==> config.mk <==
export PLATFORM = sky130hd
export DESIGN_NAME = f1_loader_flat
export DESIGN_NICKNAME = d
export VERILOG_FILES = /design/src/rtl/f1_loader_pkg.sv /design/src/rtl/f1_loader_if.sv /design/src/rtl/f1_loader.sv /design/src/flat_wrapper.sv
export SDC_FILE = /design/constraint.sdc
export NUM_CORES = 1
export LEC_CHECK = 0
export ABC_AREA = 0
export CAP_MARGIN = 0
export CORE_MARGIN = 5
export CORE_UTILIZATION = 45
export DETAILED_ROUTE_END_ITERATION = 8
export PLACE_DENSITY = 0.86
export SLEW_MARGIN = 20
export SYNTH_ARGS = -nofsm -noshare
export SYNTH_HDL_FRONTEND = slang
export SYNTH_SLANG_ARGS = --single-unit
export TNS_END_PERCENT = 5
==> constraint.sdc <==
create_clock -name clk -period 2.9 [get_ports clk]
set_input_delay 0.725 -clock clk [delete_from_list [all_inputs] [get_ports clk]]
set_output_delay 0.725 -clock clk [all_outputs]
set_load 0.02 [all_outputs]
==> src/rtl/f1_loader_pkg.sv <==
// rtl/f1_loader_pkg.sv - shared f1 RAM constants and loader state encoding
package f1_loader_pkg;

    localparam int F1_FRAME_PIX = 1024;
    localparam int F1_AW        = 10;

    typedef enum logic [1:0] {
        ST_IDLE  = 2'd0,
        ST_LOAD  = 2'd1,
        ST_FLUSH = 2'd2,
        ST_DONE  = 2'd3
    } f1_state_e;

endpackage

==> src/rtl/f1_loader_if.sv <==
// rtl/f1_loader_if.sv - pixel stream in, f1 RAM port-A write out
interface f1_loader_if #(
    parameter int PIX_W = 8
);
    logic             pix_valid;
    logic [PIX_W-1:0] pix_data;
    logic             pix_ready;
    logic [3:0]       f1_wr_en;
    logic [31:0]      f1_waddr;
    logic [31:0]      f1_wdata;
    logic             f1_ena;

    modport master (
        input  pix_valid, pix_data,
        output pix_ready, f1_wr_en, f1_waddr, f1_wdata, f1_ena
    );

    modport slave (
        output pix_valid, pix_data,
        input  pix_ready, f1_wr_en, f1_waddr, f1_wdata, f1_ena
    );
endinterface

==> src/rtl/f1_loader.sv <==
// rtl/f1_loader.sv - streams one conv1 input frame into f1 RAM, one pixel per 32-bit word
module f1_loader
    import f1_loader_pkg::*;
#(
    parameter int FRAME_PIX = F1_FRAME_PIX,
    parameter int PIX_W     = 8
) (
    input  logic        clk,
    input  logic        rst_n,
    input  logic        start,
    input  logic        conv1_busy,
    f1_loader_if.master bus,
    output logic        busy,
    output logic        done
);
    localparam int            CW        = $clog2(FRAME_PIX + 1);
    localparam logic [CW-1:0] LAST_BEAT = CW'(FRAME_PIX - 1);

    f1_state_e        state_q, state_d;
    logic [CW-1:0]    cnt_q, cnt_d;
    logic             pix_ready_q, busy_q, done_q, ena_q;
    logic [3:0]       wr_en_q;
    logic [31:0]      waddr_q, wdata_q;
    logic [F1_AW-1:0] widx;
    logic             accept;

    // pix_ready_q is a pure decode of the registered state, so accept never loops back into it
    assign accept = pix_ready_q & bus.pix_valid;
    assign widx   = F1_AW'(cnt_q);

    always_comb begin
        state_d = state_q;
        cnt_d   = cnt_q;
        case (state_q)
            ST_IDLE: begin
                if (start && !conv1_busy) begin
                    state_d = ST_LOAD;
                    cnt_d   = '0;
                end
            end
            ST_LOAD: begin
                if (accept) begin
                    cnt_d = cnt_q + 1'b1;
                    if (cnt_q == LAST_BEAT) begin
                        state_d = ST_FLUSH;
                    end
                end
            end
            ST_FLUSH: state_d = ST_DONE;
            ST_DONE:  state_d = ST_IDLE;
            default:  state_d = ST_IDLE;
        endcase
    end

    // Counter parks at FRAME_PIX after the last beat; only a new start clears it
    always_ff @(posedge clk or negedge rst_n) begin
        if (!rst_n) begin
            state_q     <= ST_IDLE;
            cnt_q       <= '0;
            pix_ready_q <= 1'b0;
            busy_q      <= 1'b0;
            done_q      <= 1'b0;
            ena_q       <= 1'b0;
            wr_en_q     <= 4'h0;
            waddr_q     <= 32'h0;
            wdata_q     <= 32'h0;
        end else begin
            state_q     <= state_d;
            cnt_q       <= cnt_d;
            pix_ready_q <= (state_d == ST_LOAD);
            busy_q      <= (state_d == ST_LOAD) || (state_d == ST_FLUSH);
            done_q      <= (state_d == ST_DONE);
            ena_q       <= accept;
            wr_en_q     <= accept ? 4'hF : 4'h0;
            if (accept) begin
                waddr_q <= 32'({widx, 2'b00});
                wdata_q <= {{(32 - PIX_W){1'b0}}, bus.pix_data};
            end
        end
    end

    assign bus.pix_ready = pix_ready_q;
    assign bus.f1_ena    = ena_q;
    assign bus.f1_wr_en  = wr_en_q;
    assign bus.f1_waddr  = waddr_q;
    assign bus.f1_wdata  = wdata_q;
    assign busy          = busy_q;
    assign done          = done_q;

endmodule

==> src/flat_wrapper.sv <==
// flat-port wrapper written by rule: the top's interface ports become plain ports
module f1_loader_flat import f1_loader_pkg::*;
#(
    parameter int FRAME_PIX = F1_FRAME_PIX,
    parameter int PIX_W     = 8
)
  (clk, rst_n, start, conv1_busy, busy, done, bus_pix_valid, bus_pix_data, bus_pix_ready, bus_f1_wr_en, bus_f1_waddr, bus_f1_wdata, bus_f1_ena);
  f1_loader_if #(.PIX_W(PIX_W)) bus_i ();
  input  logic clk;
  input  logic rst_n;
  input  logic start;
  input  logic conv1_busy;
  output logic busy;
  output logic done;
  input wire logic [$bits(bus_i.pix_valid)-1:0] bus_pix_valid;
  input wire logic [$bits(bus_i.pix_data)-1:0] bus_pix_data;
  output wire logic [$bits(bus_i.pix_ready)-1:0] bus_pix_ready;
  output wire logic [$bits(bus_i.f1_wr_en)-1:0] bus_f1_wr_en;
  output wire logic [$bits(bus_i.f1_waddr)-1:0] bus_f1_waddr;
  output wire logic [$bits(bus_i.f1_wdata)-1:0] bus_f1_wdata;
  output wire logic [$bits(bus_i.f1_ena)-1:0] bus_f1_ena;
  assign bus_i.pix_valid = bus_pix_valid;
  assign bus_i.pix_data = bus_pix_data;
  assign bus_pix_ready = bus_i.pix_ready;
  assign bus_f1_wr_en = bus_i.f1_wr_en;
  assign bus_f1_waddr = bus_i.f1_waddr;
  assign bus_f1_wdata = bus_i.f1_wdata;
  assign bus_f1_ena = bus_i.f1_ena;
  f1_loader #(.FRAME_PIX(FRAME_PIX), .PIX_W(PIX_W)) u_core (.clk(clk), .rst_n(rst_n), .start(start), .conv1_busy(conv1_busy), .bus(bus_i), .busy(busy), .done(done));
endmodule
### Signal wires on met1, run 1

Bar = 20 um. Supply wires on this layer in gray.
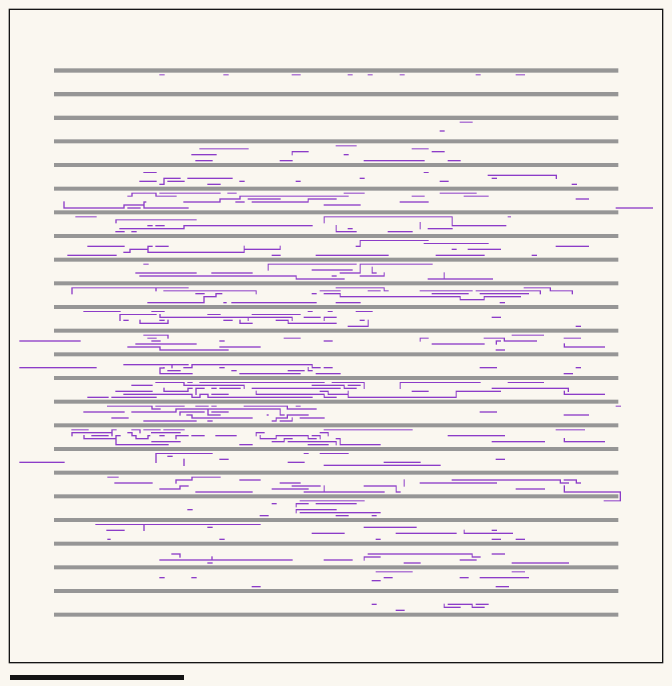
main direction	horizontal
longest straight run	18.9 um
share of all routed wire	39%
wire length on this layer	1,270 um
nets with wire on the layer	158

### Metal 2, run 1

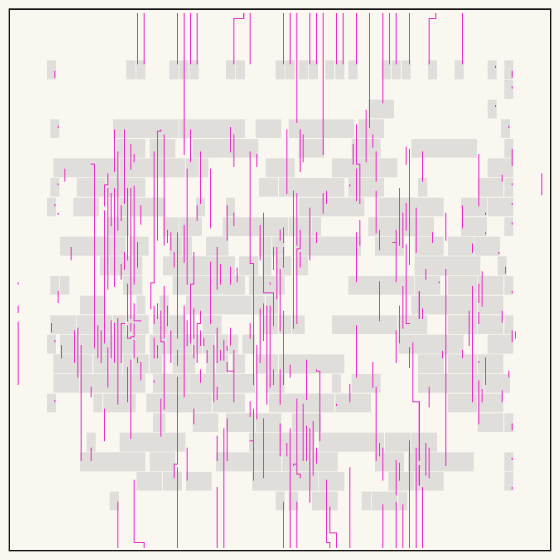
main direction	vertical
share of all routed wire	49%
longest straight run	27.2 um
wire length on this layer	1,610 um
nets with wire on the layer	206

### M3 wires, run 1

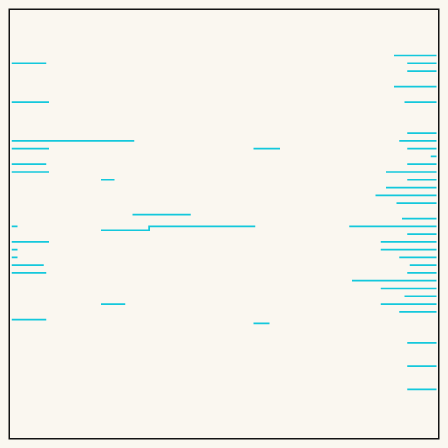
wire length on this layer	336 um
nets with wire on the layer	45

### Cells colored by class, run 1

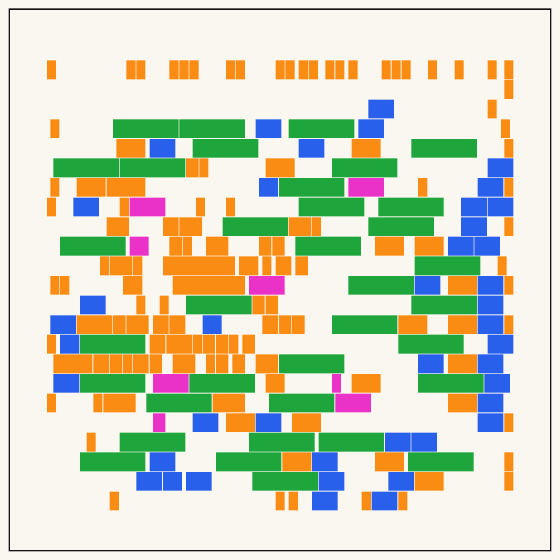
color	class	cells	share of their area
magenta	clock drivers and dummy loads	8	3.9%
orange	all other logic	125	37%
green	flip-flops	35	40%
blue	other buffers and delay cells	42	19%

==> summary.txt, run 1 <==
Results of the flow run.

The run finished with clean final reports. In this run the VDD rail shows a maximum IR drop of 0.3040 mV. Hold analysis lists the worst path endpoint as u_core.bus.f1_waddr[8]. The count of buffering cells on the critical path with inverters included stands at 1. The cell-mix breakdown from Yosys lists the adder-cell area share as 0.01318. Routing resource usage on met1 recorded by global route was 0.1318.

The number of top-level pins stands at 85. The warning total across the stage logs stands at 26. The placement stage leaves a total instance area of 0.002142 sq mm. Looking at the setup timing report, the critical path kind is primary input to flop. The later-pin clock latency in the skew report stands at 0.29 ns. Derived from the worst setup path, the maximum achievable clock frequency is 0.4451 GHz. The layout report lists the combined flip-flop and latch area as 875.8 sq um.

The final antenna diode count stands at 0. The post-detailed-route via-to-cell ratio stands at 4.527. The area fraction in compound gates stands at 0.07515.

The detailed placer's ending HPWL stands at 2491 um. In the per-layer summary, the met1 wirelength comes to 1274 um. The tally of unique sky130hd cells used after synthesis stands at 28. Recorded from the global router log, the overflow total was 0. The register with the most flip-flops in the layout has 11 of them. The buffer count from post-CTS setup fixing stands at 0. The register with the most flip-flops in the final layout is u_core.cnt_q. The average routed wire per standard cell stands at 12.63 um.

The tap cell count stands at 50. After layout, the design draws a total of 1393 uW. The number of antenna violations at the first check in global routing stands at 0. At the floorplan stage, the core utilization is reported as 0.4678. The largest clock skew in the final design stands at 0.005811 ns.

The amount of wire on met2 after detailed routing stands at 1610 um. The fraction of final cell area spent on non-clock buffers in this run is 0.1843. The fraction of final cell area spent on clock buffers and inverters in this run is 0.03820. The number of sequential cells reported for the layout is 35.

The worst hold path stage count stands at 2. The pin count of the biggest net entering global routing stands at 36. Broken down by cell family, the worst path's largest delay share belongs to simple AND/OR/NAND/NOR gates. The fraction of met2 tracks used by global routing stands at 0.2050. The max-cap check violation count stands at 0.

The number of detailed-routing iterations run before antenna repair stands at 4. STA classifies the critical path startpoint as a primary input. The violation tally recorded at the end of detailed-routing iteration 0 is 61. Of the total synthesized cell area, the portion taken by AND, OR, NAND and NOR gates is 0.1002. The number of instances in the synthesized netlist stands at 169. The number of gates resized after cts stands at 0. The number of logic gates stands at 120. By area, registers come first. In the global route stage, overall resource usage came out at 0.1192. TritonCTS built the clock tree. From left edge to right edge, the die measures 74.95 um.

The xor and xnor area share after synthesis stands at 0.02769. Including well taps, the total number of placed cells is 252. For this run, global-route usage on met3 was measured as 0.03471.

The register bit total from synthesis stands at 35. The number of buffers added by the clock tree synthesis step stands at 5. The top cell type in the final layout, fill and taps aside, is sky130_fd_sc_hd__conb_1.

The count of cells along the worst register-to-register path stands at 4. The arrival time at the worst endpoint stands at 2.42 ns. After layout, the minimum clock period comes to 2.247 ns.

Warnings reported by Yosys during synthesis add up to 0. The worst setup path is captured at a flop. The top cell types in the final layout, fill and taps aside, are sky130_fd_sc_hd__conb_1, sky130_fd_sc_hd__clkdlybuf4s50_1, sky130_fd_sc_hd__dfrtp_1.

For this run, the final setup violation count is recorded as 0. The cell sitting at the root of the clock tree is a sky130_fd_sc_hd__clkbuf_8. In the post-route analysis, the smallest setup slack over all paths is 0.6531 ns.
-- run 1: where the power goes --
part / total, uW / internal (uW) / switching (uW)
clock: 344 / 168 / 177
sequential: 650 / 576 / 74.2
combinational: 398 / 181 / 217
total: 1390 / 925 / 468
-- run 1: Yosys cell counts --
master                      number  area share
sky130_fd_sc_hd__conb_1          1      0.0020
sky130_fd_sc_hd__nand3_1         9       0.024
sky130_fd_sc_hd__o21ai_0         5       0.013
sky130_fd_sc_hd__inv_1           5      0.0099
sky130_fd_sc_hd__nor4b_1         1      0.0046
sky130_fd_sc_hd__or4b_4          1      0.0072
sky130_fd_sc_hd__nor4_1          1      0.0033
sky130_fd_sc_hd__mux2_2         17        0.10
sky130_fd_sc_hd__buf_4          50        0.20
sky130_fd_sc_hd__a211oi_1        2      0.0079
sky130_fd_sc_hd__nor2b_1         1      0.0033
sky130_fd_sc_hd__nand4b_1        1      0.0046
sky130_fd_sc_hd__or3_1           2      0.0066
sky130_fd_sc_hd__a21oi_1         3      0.0079
sky130_fd_sc_hd__buf_6           1      0.0059
sky130_fd_sc_hd__nor4b_2         1      0.0079
sky130_fd_sc_hd__nand2_1         7       0.014
sky130_fd_sc_hd__a2111oi_4       2       0.029
sky130_fd_sc_hd__xnor2_1         6       0.028
sky130_fd_sc_hd__nor2_1          6       0.012
sky130_fd_sc_hd__a21o_1          1      0.0040
sky130_fd_sc_hd__a2111oi_1       1      0.0053
sky130_fd_sc_hd__ha_1            2       0.013
sky130_fd_sc_hd__a2111oi_2       1      0.0079
sky130_fd_sc_hd__clkbuf_1        3      0.0059
sky130_fd_sc_hd__nand2b_1        2      0.0066
sky130_fd_sc_hd__nand4_1         2      0.0066
sky130_fd_sc_hd__dfrtp_1        35        0.46
### Routing congestion map, run 1

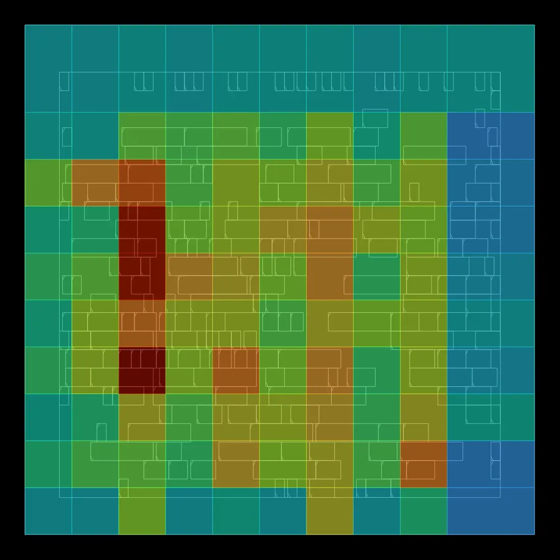

--- run 2 (diff from run 1) ---
--- a/config.mk
+++ b/config.mk
@@ -8,9 +8,9 @@
 export ABC_AREA = 0
 export CAP_MARGIN = 0
 export CORE_MARGIN = 5
-export CORE_UTILIZATION = 45
+export CORE_UTILIZATION = 42
 export DETAILED_ROUTE_END_ITERATION = 8
-export PLACE_DENSITY = 0.86
+export PLACE_DENSITY = 0.81
 export SLEW_MARGIN = 20
 export SYNTH_ARGS = -nofsm -noshare
 export SYNTH_HDL_FRONTEND = slang
==> constraint.sdc (replaced) <==
create_clock -name clk -period 2.3 [get_ports clk]
set_input_delay 0.575 -clock clk [delete_from_list [all_inputs] [get_ports clk]]
set_output_delay 0.575 -clock clk [all_outputs]
set_load 0.02 [all_outputs]
### Routing congestion map, run 2

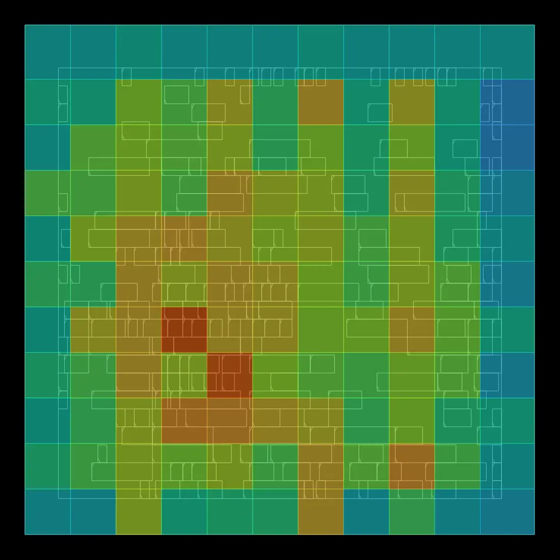
global-route total usage across every layer: 0.1212
mean routed wirelength per cell: 13.01 um

==> summary.txt, run 2 <==
Results of the flow run.

The run finished with clean final reports. The peak clock frequency supported by timing stands at 0.4839 GHz. The count of cells along the worst register-to-register path stands at 4 (unchanged). The xor and xnor area share after synthesis stands at 0.02769 (unchanged). The arrival time at the worst endpoint stands at 2.24 ns (-0.18 ns). The share of cells above drive strength 1 stands at 0.1767. TritonRoute reported its final design rule violation total as 0.

The total wire length stands at 3474 um. Summing every instance area after synthesis gives 0.001898 sq mm. Ranking logic cells in the layout by count gives the top entries sky130_fd_sc_hd__conb_1, sky130_fd_sc_hd__clkdlybuf4s50_1, sky130_fd_sc_hd__dfrtp_1.

At the worst endpoint, the required time is 2.48 ns. The x dimension of the die stands at 77.23 um (+3.0%). The fraction of synthesis flops using an asynchronous set or reset pin stands at 1.000 (unchanged). The fraction of the core area occupied by cells at floorplan stands at 0.4329 (-0.03484). The number of flip-flops in the largest register was 11 (unchanged).

The number of gates resized after cts stands at 0 (unchanged). The final antenna diode count stands at 0 (unchanged). The worst-case vdd ir drop stands at 0.4400 mV (+45%). Looking at area per cell type in the netlist, the leader is sky130_fd_sc_hd__dfrtp_1. The antenna violation net count after detailed routing stands at 0. For this design, the CTS-stage hold fixing added 0 buffers.

After synthesis, the share of cell area in mux cells is 0.1009. The number of antenna violations at the first check in global routing is 0 (unchanged). The setup path with the least slack is of type primary input to flop. Clock tree synthesis found a total of 35 sinks.

TritonCTS built the clock tree. The floorplan step defined a core boundary enclosing 0.004384 sq mm. The buffer count from post-CTS setup fixing came to 0 (unchanged).

The post-detailed-route via-to-cell ratio stands at 4.554 (+0.60%). The main area contributors are sky130_fd_sc_hd__dfrtp_1, sky130_fd_sc_hd__buf_4, sky130_fd_sc_hd__mux2_2. Per the timing report, the most critical flop-to-flop path finishes at u_core.cnt_q[10]. The pin count of the biggest net entering global routing was 36 (unchanged). The worst register-to-register path begins at u_core.state_q[0]. STA classifies the critical path endpoint as a flop. The final non-filler cell total stands at 267. The filler cell count stands at 392. The worst hold path stage count stands at 2 (unchanged).

The leakage power of the design stands at 0.001024 uW. The worst setup path is launched from a primary input. The synthesis report names the predominant flop master as sky130_fd_sc_hd__dfrtp_1. The count of endpoints failing hold in the final timing report stands at 0.

The weighted congestion reported at the end of routability-driven placement stands at 0.7510. The simple logic cell fraction of the synthesized area is 0.1002 (unchanged). The via count of the first global-routing pass came to 1,153. The overall overflow remaining after global route was 0 (unchanged). The tally of unique sky130hd cells used after synthesis was 28 (unchanged). The post-route minimum period stands at 2.067 ns. With fillers left out, the area of the finished cells amounts to 0.002282 sq mm. The layout overhead on the synthesized area stands at 20.24%. At the placement stage, the worst setup path has a slack of -0.07245 ns.

Looking at the gate-level netlist, the highest instance count belongs to sky130_fd_sc_hd__buf_4. For reference, the critical path cell chain is clkdlybuf4s50_1 > or4b_4 > a2111oi_1 > xnor2_1 > nor2_1. Ranked by flip-flop count, first place goes to u_core.cnt_q. The area fraction in compound gates was 0.07515 (unchanged). Per the CTS log, the root buffer master is sky130_fd_sc_hd__clkbuf_8. The instance area after placement came to 0.002182 sq mm (+1.9%). Yosys reports that the most numerous cell types are sky130_fd_sc_hd__buf_4, sky130_fd_sc_hd__dfrtp_1, sky130_fd_sc_hd__mux2_2. In this run the core area contains 24 standard-cell rows.

The register area share after synthesis stands at 0.4614. The total area of sequential cells is 875.8 sq um (unchanged). Setup repair after global routing left no endpoint under its margin. In the synthesized netlist, the dominant kind of combinational cell is buffers and inverters.

The max-cap check violation count stands at 0 (unchanged). Averaged over all synthesized cells, the footprint is 11.23 sq um. The number of flops mapped to enable cells by yosys stands at 0 (unchanged).

The number of buffers added by the clock tree synthesis step was 5 (unchanged). Of all nets on the critical path, the largest fanout is 6. The logic area stands at 774.5 sq um. The adder-cell area share of the yosys netlist stands at 0.01318 (unchanged). The first global-routing pass estimated 5761 um of wire. The number of detailed-routing iterations run before antenna repair stands at 6 (+2).

The final total power stands at 1817 uW (+30%). The number of instances in the synthesized netlist stands at 169 (unchanged). The largest clock skew in the final design stands at 0.004608 ns (-0.001203 ns). The startpoint identified for the worst hold timing path is u_core.bus.f1_waddr[8]. The fraction of synthesized cell area taken by the top area cell type is 0.4614 (unchanged). After synthesis, the chip area reported by Yosys is 0.001898 sq mm. The number of cells reported by Yosys stat comes to 169. The level count of the clock H-tree stands at 2. The final timing report lists a max-slew violation count of 0. After floorplanning, the die was sized to cover 0.005964 sq mm. The timing report attributes the biggest portion of critical-path delay to simple AND/OR/NAND/NOR gates. The warning total across the stage logs stands at 26 (unchanged). The first-iteration detailed-routing DRC count stands at 22 (-64%). The setup violation total in the final timing report stands at 0 (unchanged). The path with the worst hold slack has its endpoint at u_core.bus.f1_waddr[8]. The count of buffering cells on the critical path with inverters included stands at 1 (unchanged). The total of warnings raised by yosys was 0 (unchanged).

The peak per-stage delay on the critical path stands at 0.54 ns. The number of top-level pins was 85 (unchanged). The detailed placer's ending HPWL stands at 2654 um (+6.6%).

The later-pin clock latency in the skew report stands at 0.29 ns (about the same). In the final design database the tool counted 229 nets. The cell count after placement stands at 259 (+2.8%).

The final critical-path setup slack stands at 0.2334 ns (-0.4196 ns). Buffers placed on the I/O ports in this run total 38. By instance count after routing, the leading logic cell type is sky130_fd_sc_hd__conb_1. The die boundary height stands at 77.23 um. The register bit total from synthesis stands at 35 (unchanged).
run 2: cell counts after synthesis:
Identical to the previous run, type by type.
run 2: layout make-up:
cell class,count,area share
Multi-Input combinational cell,120,0.3394
Inverter,5,0.008224
Timing Repair Buffer,47,0.1963
Tap cell,52,0.02851
Sequential cell,35,0.3838
Clock buffer,8,0.04386
run 2: logic make-up (layout without fill, tap and decap cells):
group | Yosys count | in the layout
fa+ha+maj | 2 | 2
simple gates | 34 | 34
mux | 17 | 17
xor+xnor | 6 | 6
flops | 35 | 35
buf+inv | 59 | 60
other cells | 1 | 46
compound gates | 15 | 15
run 2: power breakdown:
part           internal (uW)  switching (uW)  leakage, uW
registers                727            93.2     0.000428
logic                    233             278     0.000544
clock network            273             213    0.0000515
total                   1230             585      0.00102
run 2: worst max path at each step:
stage                    start                to  slack (ns)
finish                   start  u_core.cnt_q[10]        0.23
global route             start   u_core.cnt_q[6]        0.17
CTS                      start  u_core.cnt_q[10]        0.22
detailed placement       start  u_core.cnt_q[10]       -0.07
global placement         start  u_core.cnt_q[10]       -0.03
floorplan           conv1_busy   u_core.cnt_q[8]        0.43
run 2: metal layers:
layer / vias to the layer above / routed length [um] / track usage
met5: - / 0 / 0
met4: 0 / 49 / 0.05155
met3: 5 / 368 / 0.04918
met2: 61 / 1745 / 0.2037
met1: 576 / 1311 / 0.1340
li1: 574 / - / -
run 2: stage by stage:
step           utilization  hold slack [ns]
2_1_floorplan            -           0.2794
3_3_place_gp        0.4977           0.4667
3_5_place_dp        0.4977           0.4692
4_1_cts             0.5205           0.4844
5_1_grt             0.5205           0.5124
6_report            0.5205           0.4812
### Signal wires on met1, run 2

Bar = 20 um. Supply wires on this layer in gray.
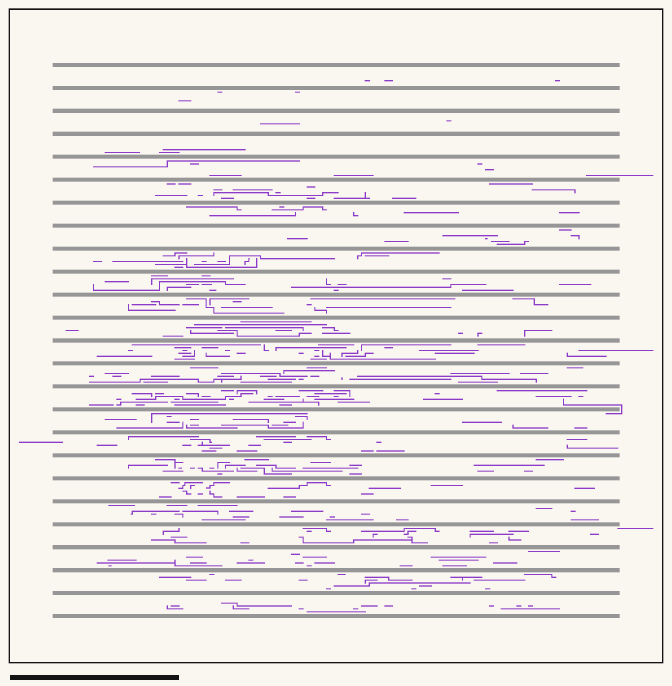

--- run 3 (diff from run 2) ---
--- a/config.mk
+++ b/config.mk
@@ -10,7 +10,7 @@
 export CORE_MARGIN = 5
 export CORE_UTILIZATION = 42
 export DETAILED_ROUTE_END_ITERATION = 8
-export PLACE_DENSITY = 0.81
+export PLACE_DENSITY = 0.9
 export SLEW_MARGIN = 20
 export SYNTH_ARGS = -nofsm -noshare
 export SYNTH_HDL_FRONTEND = slang
### Signal wires on met1, run 3

Bar = 20 um. Supply wires on this layer in gray.
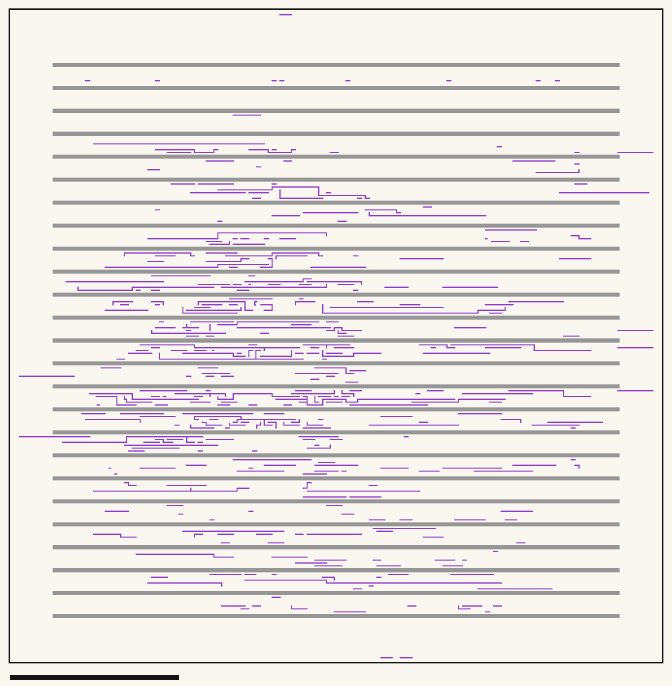
main direction	horizontal
longest straight run	20.7 um
wire length on this layer	1,310 um
nets with wire on the layer	170

==> summary.txt, run 3 <==
Results of the flow run.

The first-iteration detailed-routing DRC count stands at 41 (+86%). The post-synthesis chip area from yosys stands at 0.001898 sq mm (unchanged). The warning total across the stage logs is 26 (unchanged).

Looking at area per cell type in the netlist, the leader is sky130_fd_sc_hd__dfrtp_1. The die boundary height came to 77.23 um (unchanged). CTS placed an instance of sky130_fd_sc_hd__clkbuf_8 at the clock tree root.

The number of nets in the layout stands at 227 (-0.87%). The total area of sequential cells stands at 875.8 sq um (unchanged). The filler cell count stands at 389 (-0.77%). The number of buffers added by the clock tree synthesis step was 5 (unchanged). The final antenna diode count stands at 0 (unchanged). The post-route minimum period came to 2.067 ns (-0.00001000 ns). The cell count after placement was 257 (-0.77%).

Sorting the synthesis cell report by count puts at the top sky130_fd_sc_hd__buf_4. STA classifies the critical path startpoint as a primary input. The worst hold path stage count is 2 (unchanged). The global-route wire length before repair came to 5747 um (-0.24%). The detailed placer's ending HPWL is 2617 um (-1.4%). The number of detailed-routing iterations run before antenna repair came to 4 (-2). The total of warnings raised by yosys came to 0 (unchanged). The overall overflow remaining after global route stands at 0 (unchanged). The largest clock skew in the final design stands at 0.003187 ns (-0.001420 ns). The overall fraction of global-route tracks in use stands at 0.1196 (-0.001623). The final critical-path setup slack stands at 0.2334 ns (+0.00001000 ns). The weighted congestion reported at the end of routability-driven placement is 0.8135 (+8.3%). The count of endpoints failing hold in the final timing report is 0 (unchanged). The count of cells along the worst register-to-register path came to 4 (unchanged). TritonCTS built the clock tree.

The x dimension of the die stands at 77.23 um (unchanged). For hold timing, the worst endpoint is u_core.bus.f1_waddr[8]. Per the synth stats, the flop cell with the highest instance count is sky130_fd_sc_hd__dfrtp_1. The peak clock frequency supported by timing is 0.4839 GHz (about the same).

The largest register by flop count is u_core.cnt_q. Leaving out fill and tap cells, the most frequent cells in the layout are sky130_fd_sc_hd__conb_1, sky130_fd_sc_hd__clkdlybuf4s50_1, sky130_fd_sc_hd__dfrtp_1. The area fraction in mux cells stands at 0.1009 (unchanged). The required time of the critical path stands at 2.48 ns (about the same).

The count of buffering cells on the critical path with inverters included was 1 (unchanged). The post-route worst hold slack came to 0.4876 ns (+0.006379 ns). The xor and xnor area share after synthesis was 0.02769 (unchanged). The number of top-level pins stands at 85 (unchanged). The number of remaining DRC errors came to 0 (unchanged).

The chip area stands at 0.005964 sq mm (unchanged). The synthesized area divided by synthesized cell count came to 11.23 sq um (unchanged). The number of flops mapped to enable cells by yosys stands at 0 (unchanged). The fraction of synthesis flops using an asynchronous set or reset pin was 1.000 (unchanged).

The flow ran to the end, and the final reports show no timing, DRC or antenna violations. The number of clock sinks seen by CTS stands at 35 (unchanged). The fraction of synthesized cell area taken by the top area cell type stands at 0.4614 (unchanged). The pin count of the biggest net entering global routing stands at 36 (unchanged).

The signal on the critical path passes through clkdlybuf4s50_1 > or4b_4 > a2111oi_1 > xnor2_1 > nor2_1. The level count of the clock H-tree is 2 (unchanged). The core outline area stands at 0.004384 sq mm (unchanged). The final cell utilization of the core was 0.5157 (-0.004852). Grouping non-sequential cells by family puts the most area in buffers and inverters. The floorplan row count is 24 (unchanged). The synthesized cell area stands at 0.001898 sq mm (unchanged).

The max-cap check violation count stands at 0 (unchanged). The arrival time at the worst endpoint stands at 2.24 ns (about the same). Per the timing report, the most critical flop-to-flop path finishes at u_core.cnt_q[10]. The register area share after synthesis stands at 0.4614 (unchanged). The leakage power of the design stands at 0.001009 uW (-1.5%). The number of instances in the synthesized netlist was 169 (unchanged). The worst setup path is of the primary input to flop kind. The adder-cell area share of the yosys netlist was 0.01318 (unchanged). The number of gates resized after cts stands at 0 (unchanged). The library cell used most frequently in the layout, excluding fill and tap cells, is sky130_fd_sc_hd__conb_1.

The share of cells above drive strength 1 stands at 0.1643 (-0.01242). The post-synthesis cell count from yosys stands at 169 (unchanged). The final total power stands at 1745 uW (-4.0%). STA lists the startpoint of the worst hold path as u_core.bus.f1_waddr[8]. In the post-synthesis netlist, the biggest area contributors are sky130_fd_sc_hd__dfrtp_1, sky130_fd_sc_hd__buf_4, sky130_fd_sc_hd__mux2_2. The antenna violation net count after detailed routing came to 0 (unchanged). The instance area after placement stands at 0.002180 sq mm (-0.11%). The area of all placed cells without fillers stands at 0.002261 sq mm (-0.93%).

The total wire length stands at 3431 um (-1.2%). The area fraction in compound gates stands at 0.07515 (unchanged). The setup slack at placement is -0.08697 ns (-0.01452 ns). The post-detailed-route via-to-cell ratio is 4.642 (+1.9%).
run 3: cell counts after synthesis:
No cell type changed its count.
run 3: layer usage:
metal  up-vias  wire length (um)  global-route usage
li1        565                 -                   -
met4         0                49             0.04639
met2        59              1749              0.2172
met1       599              1308              0.1240
met3         7               323             0.04215
met5         -                 0                   0
run 3: how the worst max path moves through the flow:
stage / startpoint / to / slack, ns / cells past startpoint
2_1_floorplan: conv1_busy / u_core.cnt_q[8] / 0.43 / 5
3_3_place_gp: conv1_busy / u_core.cnt_q[10] / -0.02 / 5
3_5_place_dp: start / u_core.cnt_q[10] / -0.09 / 5
4_1_cts: start / u_core.cnt_q[10] / 0.22 / 5
5_1_grt: conv1_busy / u_core.cnt_q[6] / 0.15 / 6
6_report: start / u_core.cnt_q[10] / 0.23 / 5
run 3: where the power goes:
group / switching (uW) / total (uW) / leakage [uW] / internal, uW
combinational: 272 / 505 / 0.000538 / 233
sequential: 95.5 / 822 / 0.000428 / 727
clock: 205 / 417 / 0.0000422 / 212
run 3: worst min-delay path, stage by stage, from the launching register on:
cell,delay (ns)
sky130_fd_sc_hd__dfrtp_1,0.34
sky130_fd_sc_hd__nand2_1,0.05
sky130_fd_sc_hd__o21ai_0,0.06
run 3: logic make-up after synthesis:
| group | Yosys count |
|---|---|
| buffers and inverters | 59 |
| flip-flops | 35 |
| AND/OR/NAND/NOR | 34 |
| multiplexers | 17 |
| AND-OR/OR-AND | 15 |
| XOR/XNOR | 6 |
| adder cells (fa/ha/maj) | 2 |
| other | 1 |
run 3: layout make-up:
type                       instances  share of cell area
clock buffer                       7             0.03376
clock inverter                     1            0.002214
inverter                           5            0.008301
multi-input combinational        120              0.3426
sequential                        35              0.3874
tap                               52             0.02878
timing repair buffer              45              0.1970
No activity file was given, so power comes from the tool's default toggle rates.
